===== src/rtl/quad_decoder_ud.sv =====
// Quadrature decoder: A/B encoder phases in, registered up/down/err strobes out.
// Ports: clk, reset (sync, active-high), a/b async phases, en gates up/down,
//   up/down one-cycle step strobes, err illegal two-bit jump, ready in RUN.
module quad_decoder_ud #(
   parameter int unsigned FILT = 4,
   parameter int unsigned RES  = 4
) (
   input  logic clk,
   input  logic reset,
   input  logic a,
   input  logic b,
   input  logic en,
   output logic up,
   output logic down,
   output logic err,
   output logic ready
);

   localparam int unsigned CW = $clog2(FILT + 1);
   localparam logic [CW-1:0] C_MAX  = CW'(FILT - 1);
   localparam logic [CW-1:0] C_FULL = CW'(FILT);

   localparam logic [0:0] S_INIT = 1'b0;
   localparam logic [0:0] S_RUN  = 1'b1;

   // Synchroniser flops carry no reset so phases held through reset are
   // already settled when it is released.
   logic a_m_q, a_s_q;
   logic b_m_q, b_s_q;

   always_ff @(posedge clk) begin
      a_m_q <= a;
      a_s_q <= a_m_q;
      b_m_q <= b;
      b_s_q <= b_m_q;
   end

   // Bit 1 is phase A, bit 0 is phase B throughout.
   logic [1:0] s;
   assign s = {a_s_q, b_s_q};

   logic [0:0]    state_q, state_d;
   logic [1:0]    f_q, f_d;
   logic [1:0]    prev_q, prev_d;
   logic [CW-1:0] c_q [2];
   logic [CW-1:0] c_d [2];
   logic          up_q, up_d;
   logic          down_q, down_d;
   logic          err_q, err_d;
   logic          gate;

   function automatic logic [1:0] fwd_next(input logic [1:0] p);
      unique case (p)
         2'b00:   fwd_next = 2'b10;
         2'b10:   fwd_next = 2'b11;
         2'b11:   fwd_next = 2'b01;
         default: fwd_next = 2'b00;
      endcase
   endfunction

   // Resolution gate depends only on the state being entered.
   always_comb begin
      gate = 1'b0;
      if (RES == 4) begin
         gate = 1'b1;
      end else if (RES == 2) begin
         gate = (f_q == 2'b00) || (f_q == 2'b11);
      end else begin
         gate = (f_q == 2'b00);
      end
   end

   always_comb begin
      state_d = state_q;
      f_d     = f_q;
      prev_d  = prev_q;
      c_d     = c_q;
      up_d    = 1'b0;
      down_d  = 1'b0;
      err_d   = 1'b0;
      if (state_q == S_INIT) begin
         // f follows the input; c counts consecutive unchanged cycles.
         for (int i = 0; i < 2; i++) begin
            if (s[i] != f_q[i]) begin
               f_d[i] = s[i];
               c_d[i] = '0;
            end else if (c_q[i] != C_FULL) begin
               c_d[i] = c_q[i] + CW'(1);
            end
         end
         // Keep the proven-stable value even if the input moves now.
         if (c_q[0] == C_FULL && c_q[1] == C_FULL) begin
            state_d = S_RUN;
            f_d     = f_q;
            prev_d  = f_q;
            c_d[0]  = '0;
            c_d[1]  = '0;
         end
      end else begin
         for (int i = 0; i < 2; i++) begin
            if (s[i] == f_q[i]) begin
               c_d[i] = '0;
            end else if (c_q[i] == C_MAX) begin
               f_d[i] = s[i];
               c_d[i] = '0;
            end else begin
               c_d[i] = c_q[i] + CW'(1);
            end
         end
         if (f_q != prev_q) begin
            prev_d = f_q;
            if (&(f_q ^ prev_q)) begin
               err_d = 1'b1;
            end else if (fwd_next(prev_q) == f_q) begin
               up_d = gate & en;
            end else begin
               down_d = gate & en;
            end
         end
      end
   end

   always_ff @(posedge clk) begin
      if (reset) begin
         state_q <= S_INIT;
         f_q     <= 2'b00;
         prev_q  <= 2'b00;
         c_q[0]  <= '0;
         c_q[1]  <= '0;
         up_q    <= 1'b0;
         down_q  <= 1'b0;
         err_q   <= 1'b0;
      end else begin
         state_q <= state_d;
         f_q     <= f_d;
         prev_q  <= prev_d;
         c_q     <= c_d;
         up_q    <= up_d;
         down_q  <= down_d;
         err_q   <= err_d;
      end
   end

   assign up    = up_q;
   assign down  = down_q;
   assign err   = err_q;
   assign ready = (state_q == S_RUN);

endmodule


===== config.mk =====
export PLATFORM = sky130hd
export DESIGN_NAME = quad_decoder_ud
export DESIGN_NICKNAME = d
export VERILOG_FILES = /design/src/rtl/quad_decoder_ud.sv
export SDC_FILE = /design/constraint.sdc
export NUM_CORES = 1
export LEC_CHECK = 0
export CAP_MARGIN = 20
export CORE_ASPECT_RATIO = 1.25
export CORE_MARGIN = 1
export CORE_UTILIZATION = 40
export DETAILED_ROUTE_END_ITERATION = 6
export HOLD_SLACK_MARGIN = 0.02
export MAX_ROUTING_LAYER = met4
export RECOVER_POWER = 50
export SLEW_MARGIN = 20
export SYNTH_ARGS = -nofsm -noshare
export SYNTH_HDL_FRONTEND = slang
export SYNTH_SLANG_ARGS = --single-unit

===== constraint.sdc =====
create_clock -name clk -period 2.4 [get_ports clk]
set_input_delay 0.36 -clock clk [delete_from_list [all_inputs] [get_ports clk]]
set_output_delay 0.36 -clock clk [all_outputs]
set_load 0.02 [all_outputs]

Figure 1. Placed cells, one colour a class (run 1).
The bar under the picture is 10 um long. Fill, decap, tap and diode cells in grey.
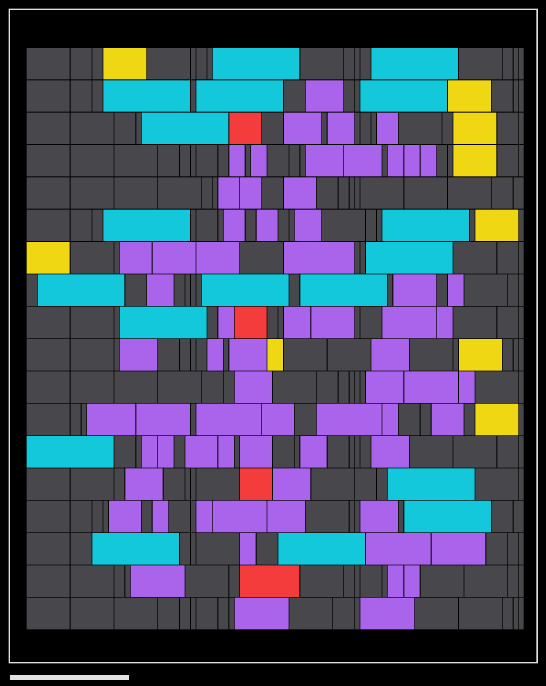
cyan -> flip-flops  # cells 18
purple -> all other logic  # cells 67
yellow -> other buffers and delay cells  # cells 9
red -> clock drivers and dummy loads  # cells 4
Util after Layout: 50.4%
core area: 2050 um2
sequential cell area share: 34.9%
design area: 1030 um2

Figure 2. Floorplan with the power grid (run 1).
Pins as bars on the die edge.
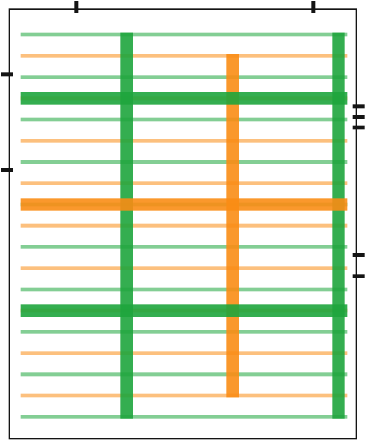
green -> VSS
orange -> VDD
met4 straps = 3
met5 straps = 3

==> out/qor.txt, run 1 <==
Clock root buffer -> clkbuf_4
Outcome -> finished, final reports clean
Gate Area -> 478 um2
Met3 Wirelength -> 40 um
Clk_buf instances -> 4
Layout cell share with drive strength beyond 1 -> 10.2%
First-pass GRT wire length -> 2190 um
Flop pwr share -> 56.7%
Slew headroom -> 70.5%
Worst r2r dst -> c_q[5]$_SDFFE_PP0P_
Vias in the first global route -> 531
Fp util -> 43.6%
Die Height -> 54.8 um
Cell area leaders -> dfxtp_1 (40%), ha_1 (11%), mux2_4 (5.0%)
Max cap viols -> 0
ANT cells -> 0
Die span in x -> 44.3 um
Worst Setup End Kind -> output pin
CP Launch Type -> flop
# DRC -> 0
OpenROAD warning count -> 30
N_taps -> 30
Minimum clock period -> 1930 ps
Routed wire length per instance -> 11.0 um
Vias per cell -> 4.88
Synthesis-to-layout area growth -> 15.7%
Most instantiated cells after synthesis -> dfxtp_1 (18), inv_1 (10), ha_1 (8)
FF-to-FF setup slack -> 850 ps
Largest registers -> c_q x6, f_q x2, prev_q x2
Largest reg by FF count -> c_q
Async SR Flop Fraction -> 0%
Setup TNS -> 0 ps
Figure 3. Selected gate families (run 1).
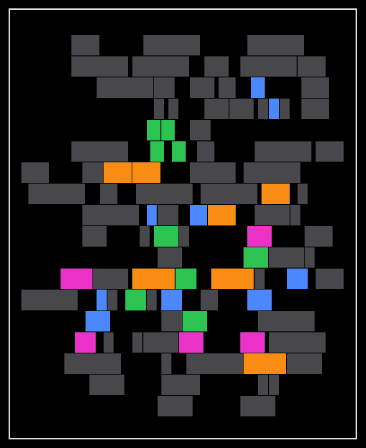
orange -> multiplexers  # cells 7
magenta -> AND-OR and OR-AND gates  # cells 5
green -> inverting AOI/OAI gates  # cells 9, where middle
blue -> NOR gates  # cells 9
non-filler instance count after layout: 128
most frequent logic cell in the layout: dfxtp_1
Comb/total area: 46.2%

Figure 4. Register map, names as in the netlist (run 1).
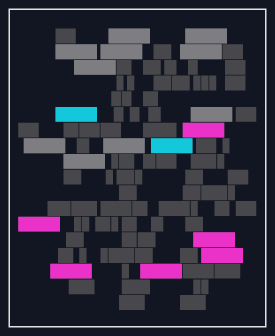

--- run 2 (diff from run 1) ---
- clock period: 2.4 -> 1.64 ns (I/O delays scaled with it)
Figure 5. Register map, names as in the netlist (run 2).
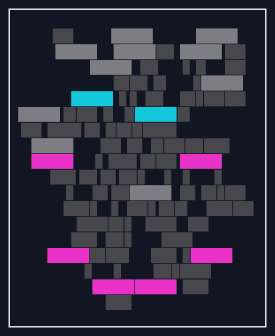
cyan -> f_q  # placed flops 2
magenta -> c_q  # placed flops 6
not coloured = 10

Figure 6. Placed cells, one colour a class (run 2).
The bar under the picture is 10 um long. Fill, decap, tap and diode cells in grey.
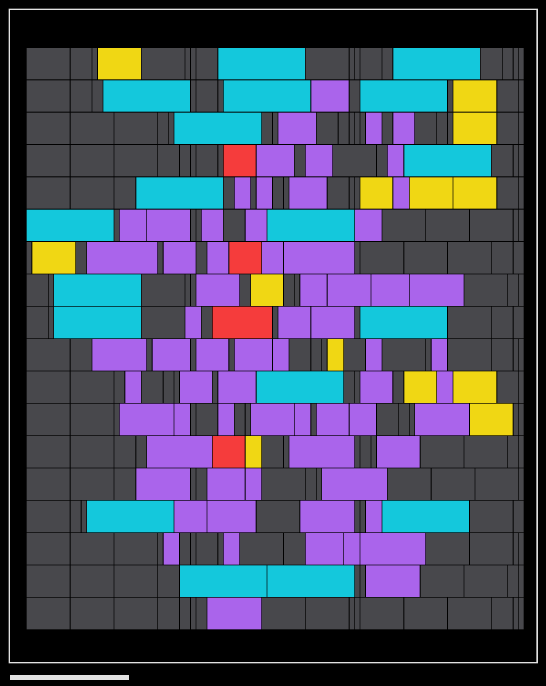
yellow -> other buffers and delay cells  # cells 13
red -> clock drivers and dummy loads  # cells 4
purple -> all other logic  # cells 67
cyan -> flip-flops  # cells 18
design area: 1080 um2
sequential cell area share: 33.5%
Util after Layout: 52.5%

==> out/qor.txt, run 2 <==
Outcome -> finished, final reports clean
Yosys aoi share -> 11.9%
N_taps -> 30
Die span in x -> 44.3 um
Fp util -> 43.6%
Die area -> 2430 um2
Vias in the first global route -> 593
Met3 Wirelength -> 36 um
Worst-path clk slew -> 110 ps
YS chip area -> 893 um2
# DRC -> 0
Met2 Use GR -> 23.0%
Initial DRC Count -> 11
Arr. time, crit path -> 1310 ps
FF-to-FF setup slack -> 90 ps
Clock root buffer -> clkbuf_4
Post-CTS Resized -> 0
Gate Area -> 494 um2
Die Height -> 54.8 um
Clk_buf instances -> 4
Minimum clock period -> 1560 ps
Synthesis-to-layout area growth -> 20.4%
CP Launch Type -> flop
Slew headroom -> 73.3%
Layout cell share with drive strength beyond 1 -> 14.7%
ANT cells -> 0
Worst r2r dst -> c_q[5]$_SDFFE_PP0P_
Setup TNS -> 0 ps
Most frequent logic cell in the layout -> dfxtp_1
First-pass GRT wire length -> 2470 um
Vias per cell -> 4.83
Comb/total area -> 45.9%
Cell area leaders -> dfxtp_1 (40%), ha_1 (11%), mux2_4 (5.0%)
Largest reg by FF count -> c_q
Most instantiated cells after synthesis -> dfxtp_1 (18), inv_1 (10), ha_1 (8)
Routed wire length per instance -> 10.7 um
Max cap viols -> 0
Worst Setup End Kind -> output pin
Largest registers -> c_q x6, f_q x2, prev_q x2
Flop pwr share -> 56.6%
Async SR Flop Fraction -> 0%
Fmax -> 0.642 GHz
Cts-stage hold buffer count -> 0
Family with the most delay on the worst path -> buffers and inverters
Core area -> 2050 um2
Non-filler instance count after layout -> 132
Power and IR drop assume default switching activity.
